==> images/cell_classes.png <==
(2 px per um)
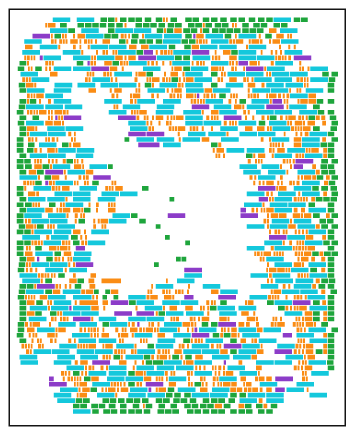
==> images/drive_strength.png <==
(1.5 px per um)
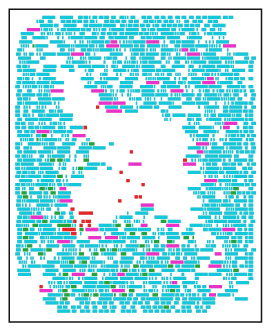
==> images/wire_density.png <==
(2 px per um) 17 x 21 tiles, from dark purple (low) to yellow (high), scaled to the fullest tile. Values are wire area over tile area, all layers added.
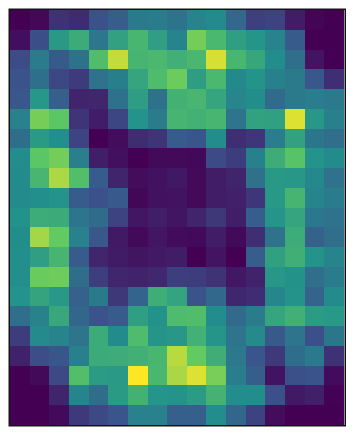
==> images/met3.png <==
(2 px per um)
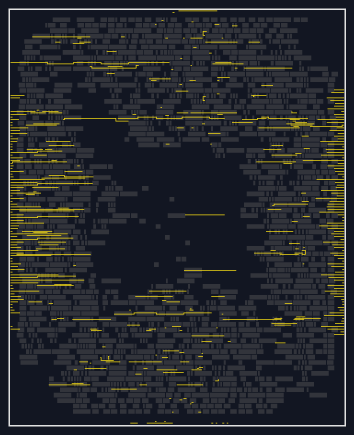
==> images/final_clocks.png <==
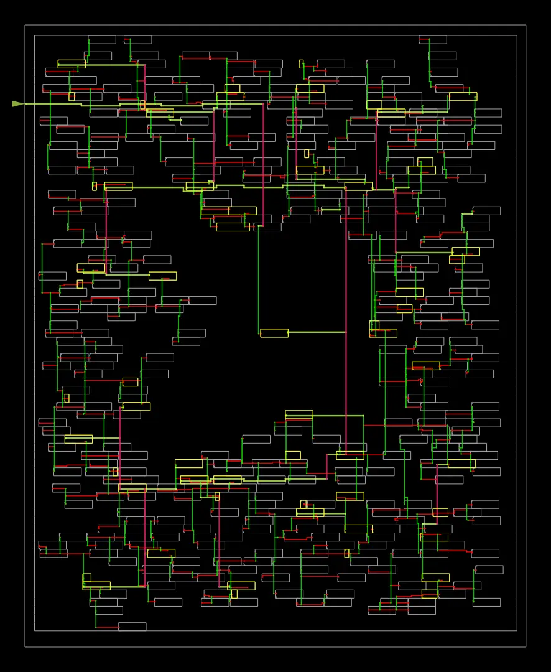
## src/rtl/pipe_stage_reg_if.sv

```systemverilog
// pipe_stage_reg_if: valid/ready handshake, stall/flush controls and payload bundles
// between two pipeline stages.
`default_nettype none

interface pipe_stage_reg_if #(
  parameter int CTRL_W = 32,
  parameter int DATA_W = 128
);
  logic              in_valid;
  logic              in_ready;
  logic [CTRL_W-1:0] in_ctrl;
  logic [DATA_W-1:0] in_data;
  logic              stall;
  logic              flush;
  logic              out_valid;
  logic              out_ready;
  logic [CTRL_W-1:0] out_ctrl;
  logic [DATA_W-1:0] out_data;

  modport master (
    output in_valid, in_ctrl, in_data, stall, flush, out_ready,
    input  in_ready, out_valid, out_ctrl, out_data
  );

  modport slave (
    input  in_valid, in_ctrl, in_data, stall, flush, out_ready,
    output in_ready, out_valid, out_ctrl, out_data
  );
endinterface

`default_nettype wire

```

## src/rtl/pipe_stage_reg.sv

```systemverilog
// pipe_stage_reg: elastic 2-entry pipeline register with a registered in_ready,
// stall/flush control, NOP (zero control) on bubbles and a bubble counter.
// Revision: 1.0
`default_nettype none

module pipe_stage_reg #(
  parameter int CTRL_W     = 32,
  parameter int DATA_W     = 128,
  parameter int CLEAR_DATA = 0,
  parameter int CNT_W      = 16
) (
  input  wire logic       clock,
  input  wire logic       reset,
  pipe_stage_reg_if.slave bus,
  output logic [CNT_W-1:0] bubble_cnt
);

  localparam logic [1:0] S_EMPTY = 2'd0;
  localparam logic [1:0] S_FULL  = 2'd1;
  localparam logic [1:0] S_SKID  = 2'd2;

  logic [1:0]        r_state;
  logic [1:0]        w_next_state;
  logic              r_in_ready;
  logic [CTRL_W-1:0] r_main_ctrl;
  logic [DATA_W-1:0] r_main_data;
  logic [CTRL_W-1:0] r_skid_ctrl;
  logic [DATA_W-1:0] r_skid_data;
  logic [CNT_W-1:0]  r_bubble_cnt;

  logic w_in_fire;
  logic w_out_fire;
  logic w_out_valid;
  logic w_load_main_in;
  logic w_load_main_skid;
  logic w_load_skid;

  assign w_out_valid = (r_state != S_EMPTY);
  assign w_in_fire   = bus.in_valid & r_in_ready;
  assign w_out_fire  = w_out_valid & bus.out_ready & ~bus.stall;

  always_ff @(posedge clock or posedge reset) begin
    if (reset) begin
      r_state    <= S_EMPTY;
      r_in_ready <= 1'b1;
    end else begin
      r_state    <= w_next_state;
      r_in_ready <= (w_next_state != S_SKID);
    end
  end

  always_comb begin
    w_next_state = r_state;
    if (bus.flush) begin
      w_next_state = S_EMPTY;
    end else begin
      case (r_state)
        S_EMPTY: if (w_in_fire) w_next_state = S_FULL;
        S_FULL: begin
          if (w_in_fire && !w_out_fire)      w_next_state = S_SKID;
          else if (!w_in_fire && w_out_fire) w_next_state = S_EMPTY;
        end
        S_SKID:  if (w_out_fire) w_next_state = S_FULL;
        default: w_next_state = S_EMPTY;
      endcase
    end
  end

  always_comb begin
    w_load_main_in   = 1'b0;
    w_load_main_skid = 1'b0;
    w_load_skid      = 1'b0;
    if (!bus.flush) begin
      case (r_state)
        S_EMPTY: w_load_main_in = w_in_fire;
        S_FULL: begin
          w_load_main_in = w_in_fire & w_out_fire;
          w_load_skid    = w_in_fire & ~w_out_fire;
        end
        S_SKID:  w_load_main_skid = w_out_fire;
        default: ;
      endcase
    end
  end

  // Flush clears the entries so a killed beat cannot leak through out_data.
  always_ff @(posedge clock or posedge reset) begin
    if (reset) begin
      r_main_ctrl <= '0;
      r_main_data <= '0;
      r_skid_ctrl <= '0;
      r_skid_data <= '0;
    end else if (bus.flush) begin
      r_main_ctrl <= '0;
      r_main_data <= '0;
      r_skid_ctrl <= '0;
      r_skid_data <= '0;
    end else begin
      if (w_load_main_in) begin
        r_main_ctrl <= bus.in_ctrl;
        r_main_data <= bus.in_data;
      end else if (w_load_main_skid) begin
        r_main_ctrl <= r_skid_ctrl;
        r_main_data <= r_skid_data;
      end
      if (w_load_skid) begin
        r_skid_ctrl <= bus.in_ctrl;
        r_skid_data <= bus.in_data;
      end
    end
  end

  always_ff @(posedge clock or posedge reset) begin
    if (reset) begin
      r_bubble_cnt <= '0;
    end else if (!w_out_valid) begin
      r_bubble_cnt <= r_bubble_cnt + CNT_W'(1);
    end
  end

  assign bus.in_ready  = r_in_ready;
  assign bus.out_valid = w_out_valid;
  assign bus.out_ctrl  = w_out_valid ? r_main_ctrl : '0;
  assign bubble_cnt    = r_bubble_cnt;

  generate
    if (CLEAR_DATA != 0) begin : g_clear_data
      assign bus.out_data = w_out_valid ? r_main_data : '0;
    end else begin : g_hold_data
      assign bus.out_data = r_main_data;
    end
  endgenerate

endmodule

`default_nettype wire

```

## src/flat_wrapper.sv

```systemverilog
// flat-port wrapper written by rule: the top's interface ports become plain ports
module pipe_stage_reg_flat 
#(
  parameter int CTRL_W     = 32,
  parameter int DATA_W     = 128,
  parameter int CLEAR_DATA = 0,
  parameter int CNT_W      = 16
)
  (clock, reset, bubble_cnt, bus_in_valid, bus_in_ctrl, bus_in_data, bus_stall, bus_flush, bus_out_ready, bus_in_ready, bus_out_valid, bus_out_ctrl, bus_out_data);
  pipe_stage_reg_if #(.CTRL_W(CTRL_W), .DATA_W(DATA_W)) bus_i ();
  input  wire logic clock;
  input  wire logic reset;
  output logic [CNT_W-1:0] bubble_cnt;
  input wire logic [$bits(bus_i.in_valid)-1:0] bus_in_valid;
  input wire logic [$bits(bus_i.in_ctrl)-1:0] bus_in_ctrl;
  input wire logic [$bits(bus_i.in_data)-1:0] bus_in_data;
  input wire logic [$bits(bus_i.stall)-1:0] bus_stall;
  input wire logic [$bits(bus_i.flush)-1:0] bus_flush;
  input wire logic [$bits(bus_i.out_ready)-1:0] bus_out_ready;
  output wire logic [$bits(bus_i.in_ready)-1:0] bus_in_ready;
  output wire logic [$bits(bus_i.out_valid)-1:0] bus_out_valid;
  output wire logic [$bits(bus_i.out_ctrl)-1:0] bus_out_ctrl;
  output wire logic [$bits(bus_i.out_data)-1:0] bus_out_data;
  assign bus_i.in_valid = bus_in_valid;
  assign bus_i.in_ctrl = bus_in_ctrl;
  assign bus_i.in_data = bus_in_data;
  assign bus_i.stall = bus_stall;
  assign bus_i.flush = bus_flush;
  assign bus_i.out_ready = bus_out_ready;
  assign bus_in_ready = bus_i.in_ready;
  assign bus_out_valid = bus_i.out_valid;
  assign bus_out_ctrl = bus_i.out_ctrl;
  assign bus_out_data = bus_i.out_data;
  pipe_stage_reg #(.CTRL_W(CTRL_W), .DATA_W(DATA_W), .CLEAR_DATA(CLEAR_DATA), .CNT_W(CNT_W)) u_core (.clock(clock), .reset(reset), .bus(bus_i), .bubble_cnt(bubble_cnt));
endmodule
```

## config.mk

```make
export PLATFORM = sky130hd
export DESIGN_NAME = pipe_stage_reg_flat
export DESIGN_NICKNAME = d
export VERILOG_FILES = /design/src/rtl/pipe_stage_reg_if.sv /design/src/rtl/pipe_stage_reg.sv /design/src/flat_wrapper.sv
export SDC_FILE = /design/constraint.sdc
export NUM_CORES = 1
export LEC_CHECK = 0
export CAP_MARGIN = 15
export CORE_ASPECT_RATIO = 1.25
export CORE_MARGIN = 3
export CORE_UTILIZATION = 45
export DETAILED_ROUTE_END_ITERATION = 10
export GPL_TIMING_DRIVEN = 1
export HOLD_SLACK_MARGIN = 0.06
export PLACE_DENSITY = 0.85
export SETUP_SLACK_MARGIN = 0.3
export SLEW_MARGIN = 10
export SYNTH_ARGS = -nofsm -noshare
export SYNTH_HDL_FRONTEND = slang
export SYNTH_SLANG_ARGS = --single-unit
```

## constraint.sdc

```tcl
create_clock -name clock -period 15.09 [get_ports clock]
set_input_delay 1.509 -clock clock [delete_from_list [all_inputs] [get_ports clock]]
set_output_delay 1.509 -clock clock [all_outputs]
set_load 0.02 [all_outputs]
```

==> flow_summary.ini <==
; yosys + openroad results
[status]
outcome = finished clean

[power_and_ir_drop]
p_leak_nw = 8.551
switching_power_w = 0.0006286
top_power_group = sequential cells
intPower_w = 0.001678
comb_power_share_pct = 18.2
clock_net_power_w = 0.000857
sw_frac_of_total_pct = 27.25
powerComb_w = 0.000419
powerSeq_w = 0.00103
power.total_w = 0.002307
power.ir.vdd_worst_mv = 0.09053
power.clock.fraction_pct = 37.1
power.share.sequential_pct = 44.7
p_per_area_nw_per_um2 = 119.3

[route]
topRoutingLayerUsed = met4
dr.first_iter.drc_count = 1375
met1_length_um = 16590
routed_wirelength_um = 41430
route.met3.wl_um = 2750
postRouteAntennaNets = 0
dr.pass1.iters = 7
drt-wirelength-per-cell_um = 18.68
route.detailed.drc = 0
via_count = 12478
routed_via_density = 5.626
routed-wl-met2_um = 20570

[floorplanning]
initial_utilization_pct = 45.74
floorplan.die_area_um2 = 34700
core_area_um2 = 31970
die_h_um = 207.5
placement_rows = 73
floorplan.io_pins = 344
die_x_um = 167.2

[critical_path]
path_class = in2reg
crit_path_end_kind = flop
timing.critical_path.arrival_ps = 4990
worst_r2r_startpoint = u_core.r_state[1]$_DFF_PP0_
cp.required_ps = 15490
critical_path.max_fanout = 85
timing.critical_path.from = bus_out_ready
timing.critical_path.from_type = input pin

[sta]
slew_headroom_pct = 28.80
final.setup_skew_ps = 11.30
rsz0062_at_grt = false
report.final.hold_viol_count = 0
timing_worst_slew_pin_value_ps = 1068
final.setup.tns_ps = 0
max_transition_viols_final = 0
period_minus_slack_ps = 4594
post-route-period-util_pct = 30.45
fmax_ghz = 0.2177
final.setup.worst_slack_ps = 10500
setup_viol_count_final = 0

[synth]
synthDistinctLibCells = 31
synthesis.instances = 1512
top_cell_area_share_pct = 57.85
top_area_cell = sky130_fd_sc_hd__dfrtp_1
ys_dominant_reg_cell = sky130_fd_sc_hd__dfrtp_1
syn_nets = 1679
post-synth-top-count-cell = sky130_fd_sc_hd__dfrtp_1
yosys_warnings = 0
ys_seq_share_pct = 58.03
synthesis_area_per_yosys_um2 = 14620
synth-edff-count = 0
synth_area_per_cell_um2 = 9.670
asyncSetResetFlopFracSynth_pct = 100.0
synth-seq-cells = 339
synth.cells.most_frequent = sky130_fd_sc_hd__dfrtp_1, sky130_fd_sc_hd__nand2_1, sky130_fd_sc_hd__nor2_1
syn-cell-area_um2 = 14620
ys_top_cells_by_area = sky130_fd_sc_hd__dfrtp_1, sky130_fd_sc_hd__nand2_1, sky130_fd_sc_hd__nor2_1, sky130_fd_sc_hd__o221a_1, sky130_fd_sc_hd__a21oi_1
yosys-stat-cells = 1512

[clock_tree]
max-clock-path-buffers = 3
cts-resized-gates = 0
cts_sinks = 339
cts.htree.levels = 2
cts-hold-fix-buffers = 0
root_buffer = sky130_fd_sc_hd__clkbuf_16
tritoncts = built
post-cts-setup-buffer-count = 0
cts.reportedPaths.clkPinSlew_ps = 60
numCtsBuffers = 34

[final_layout]
syn2layout_area_growth_pct = 32.21
final.fill_count = 2556
ff_latch_area_um2 = 8484
final_net_count = 1945
drive_above_1_share_pct = 7.654
combGateArea_um2 = 5615
final_core_util_pct = 60.47

[flow_run]
warnings = 32
max-cap-violations = 0

[min_path]
hold_start = u_core.bubble_cnt[15]$_DFFE_PP0P_
hold_path.class = reg2reg

[grt]
grt_pass1_wl_um = 66990
antenna_violations_before_repair = 3
grt_pass1_vias = 12533
grt_overflow_total = 0
grt_max_degree = 127
grt_util_all_layers_pct = 23.22

[place]
port_buffers = 343
detailed_placement_wirelength_estimate_um = 25890
place.gp.congestion = 0.8107
post-place-ws_ps = 10010
Notes on cell_classes.png above:
legend:
  all other logic:
    color: orange
    cells: 1047
    share_of_their_area: 30%
  flip-flops:
    color: cyan
    cells: 339
    share_of_their_area: 45%
  other buffers and delay cells:
    color: green
    cells: 356
    share_of_their_area: 19%
  clock drivers and dummy loads:
    color: purple
    cells: 61
    share_of_their_area: 6.1%

Notes on drive_strength.png above:
legend:
  drive 3 to 4:
    color: red
    cells: 20
    most_used: buf_4
  drive 2:
    color: green
    cells: 69
    most_used: o221a_2
  drive 6 and up:
    color: magenta
    cells: 49
    most_used: clkbuf_16
  drive 1 or less:
    color: cyan
    cells: 1665
    most_used: clkdlybuf4s50_1

Notes on wire_density.png above:
emptiest ninth of the die: center
nearly empty tiles: 5.6%
tiles over half the peak: 32%
fullest tile: 0.53
mean over tiles: 0.20

Notes on met3.png above:
longest straight run: 36.8 um
main direction: horizontal
nets with wire on the layer: 262
share of all routed wire: 6.6%

Notes on final_clocks.png above:
layout sequential cell count: 339
source-to-sink clock delay at the later pin of the worst-skew pair: 520 ps

cells in the final DEF, fill, tap and decap left out, types with 13 or more instances in the layout:
| master | netlist | final |
|---|---|---|
| sky130_fd_sc_hd__clkdlybuf4s50_1 | 0 | 342 |
| sky130_fd_sc_hd__dfrtp_1 | 338 | 338 |
| sky130_fd_sc_hd__nand2_1 | 328 | 327 |
| sky130_fd_sc_hd__nor2_1 | 323 | 322 |
| sky130_fd_sc_hd__a21oi_1 | 160 | 160 |
| sky130_fd_sc_hd__o221a_1 | 100 | 100 |
| sky130_fd_sc_hd__o221a_2 | 60 | 60 |
| sky130_fd_sc_hd__clkbuf_16 | 0 | 37 |
| sky130_fd_sc_hd__and2_1 | 33 | 33 |
| sky130_fd_sc_hd__buf_4 | 0 | 13 |
worst max-delay path, cell delays in order:
cell and delay, ps:
sky130_fd_sc_hd__clkdlybuf4s50_1 460, sky130_fd_sc_hd__nor2b_2 230, sky130_fd_sc_hd__o2111ai_4 180, sky130_fd_sc_hd__buf_4 740, sky130_fd_sc_hd__nand2_4 730, sky130_fd_sc_hd__buf_4 650, sky130_fd_sc_hd__o221a_1 380
registers in the layout, summed over array words and instances, names as in the netlist:
register and cells:
u_core.bubble_cnt 16, u_core.r_skid_data 128, u_core.r_main_ctrl 32, u_core.bus.in_ready 1
u_core.r_skid_ctrl 32, u_core.r_state 2, u_core.bus.out_data 128
logic make-up after synthesis:
kind of cell | Yosys count | share of synthesized area [%]
adder cells (fa/ha/maj) | 1 | 0.08556
flip-flops | 339 | 58.03
AND-OR/OR-AND | 324 | 18.16
AND/OR/NAND/NOR | 701 | 18.95
XOR/XNOR | 15 | 0.8985
buffers and inverters | 131 | 3.799
multiplexers | 1 | 0.07701
final timing paths:
kind                                                  endpoint  slack, ps  depth (start not counted)
min reg2reg                  u_core.bubble_cnt[15]$_DFFE_PP0P_        490                          1
min in group asynchronous   u_core.r_skid_data[55]$_DFFE_PP0P_       1610                          2
min                          u_core.bubble_cnt[15]$_DFFE_PP0P_        490                          1
max in group asynchronous    u_core.r_skid_data[1]$_DFFE_PP0P_      11920                          3
max reg2reg                u_core.bus.out_data[11]$_DFFE_PP0P_      11670                          6
max                        u_core.bus.out_data[11]$_DFFE_PP0P_      10500                          7
routing by layer:
metal / vias up / track usage [%]
met5: - / 0
met4: 0 / 9.483
met3: 93 / 4.381
met2: 529 / 37.84
met1: 6177 / 30.83
li1: 5679 / -
area by class of cell:
class | count | area share, %
flip-flops and latches | 339 | 43.89
multi-input cells | 1042 | 29.05
repair buffers | 356 | 18.29
clock buffers | 54 | 5.586
well taps | 412 | 2.667
clock inverters | 7 | 0.3430
inverters | 5 | 0.1359
diodes | 3 | 0.03884
per-stage QoR:
step,hold WS [ps],std cells,cell area (um2)
finish,494.6,2218,19330
global route,521.3,2218,19330
CTS,501.9,2215,19320
detailed placement,493.0,2154,18180
global placement,464.4,2154,18180
floorplan,501.9,1512,14620
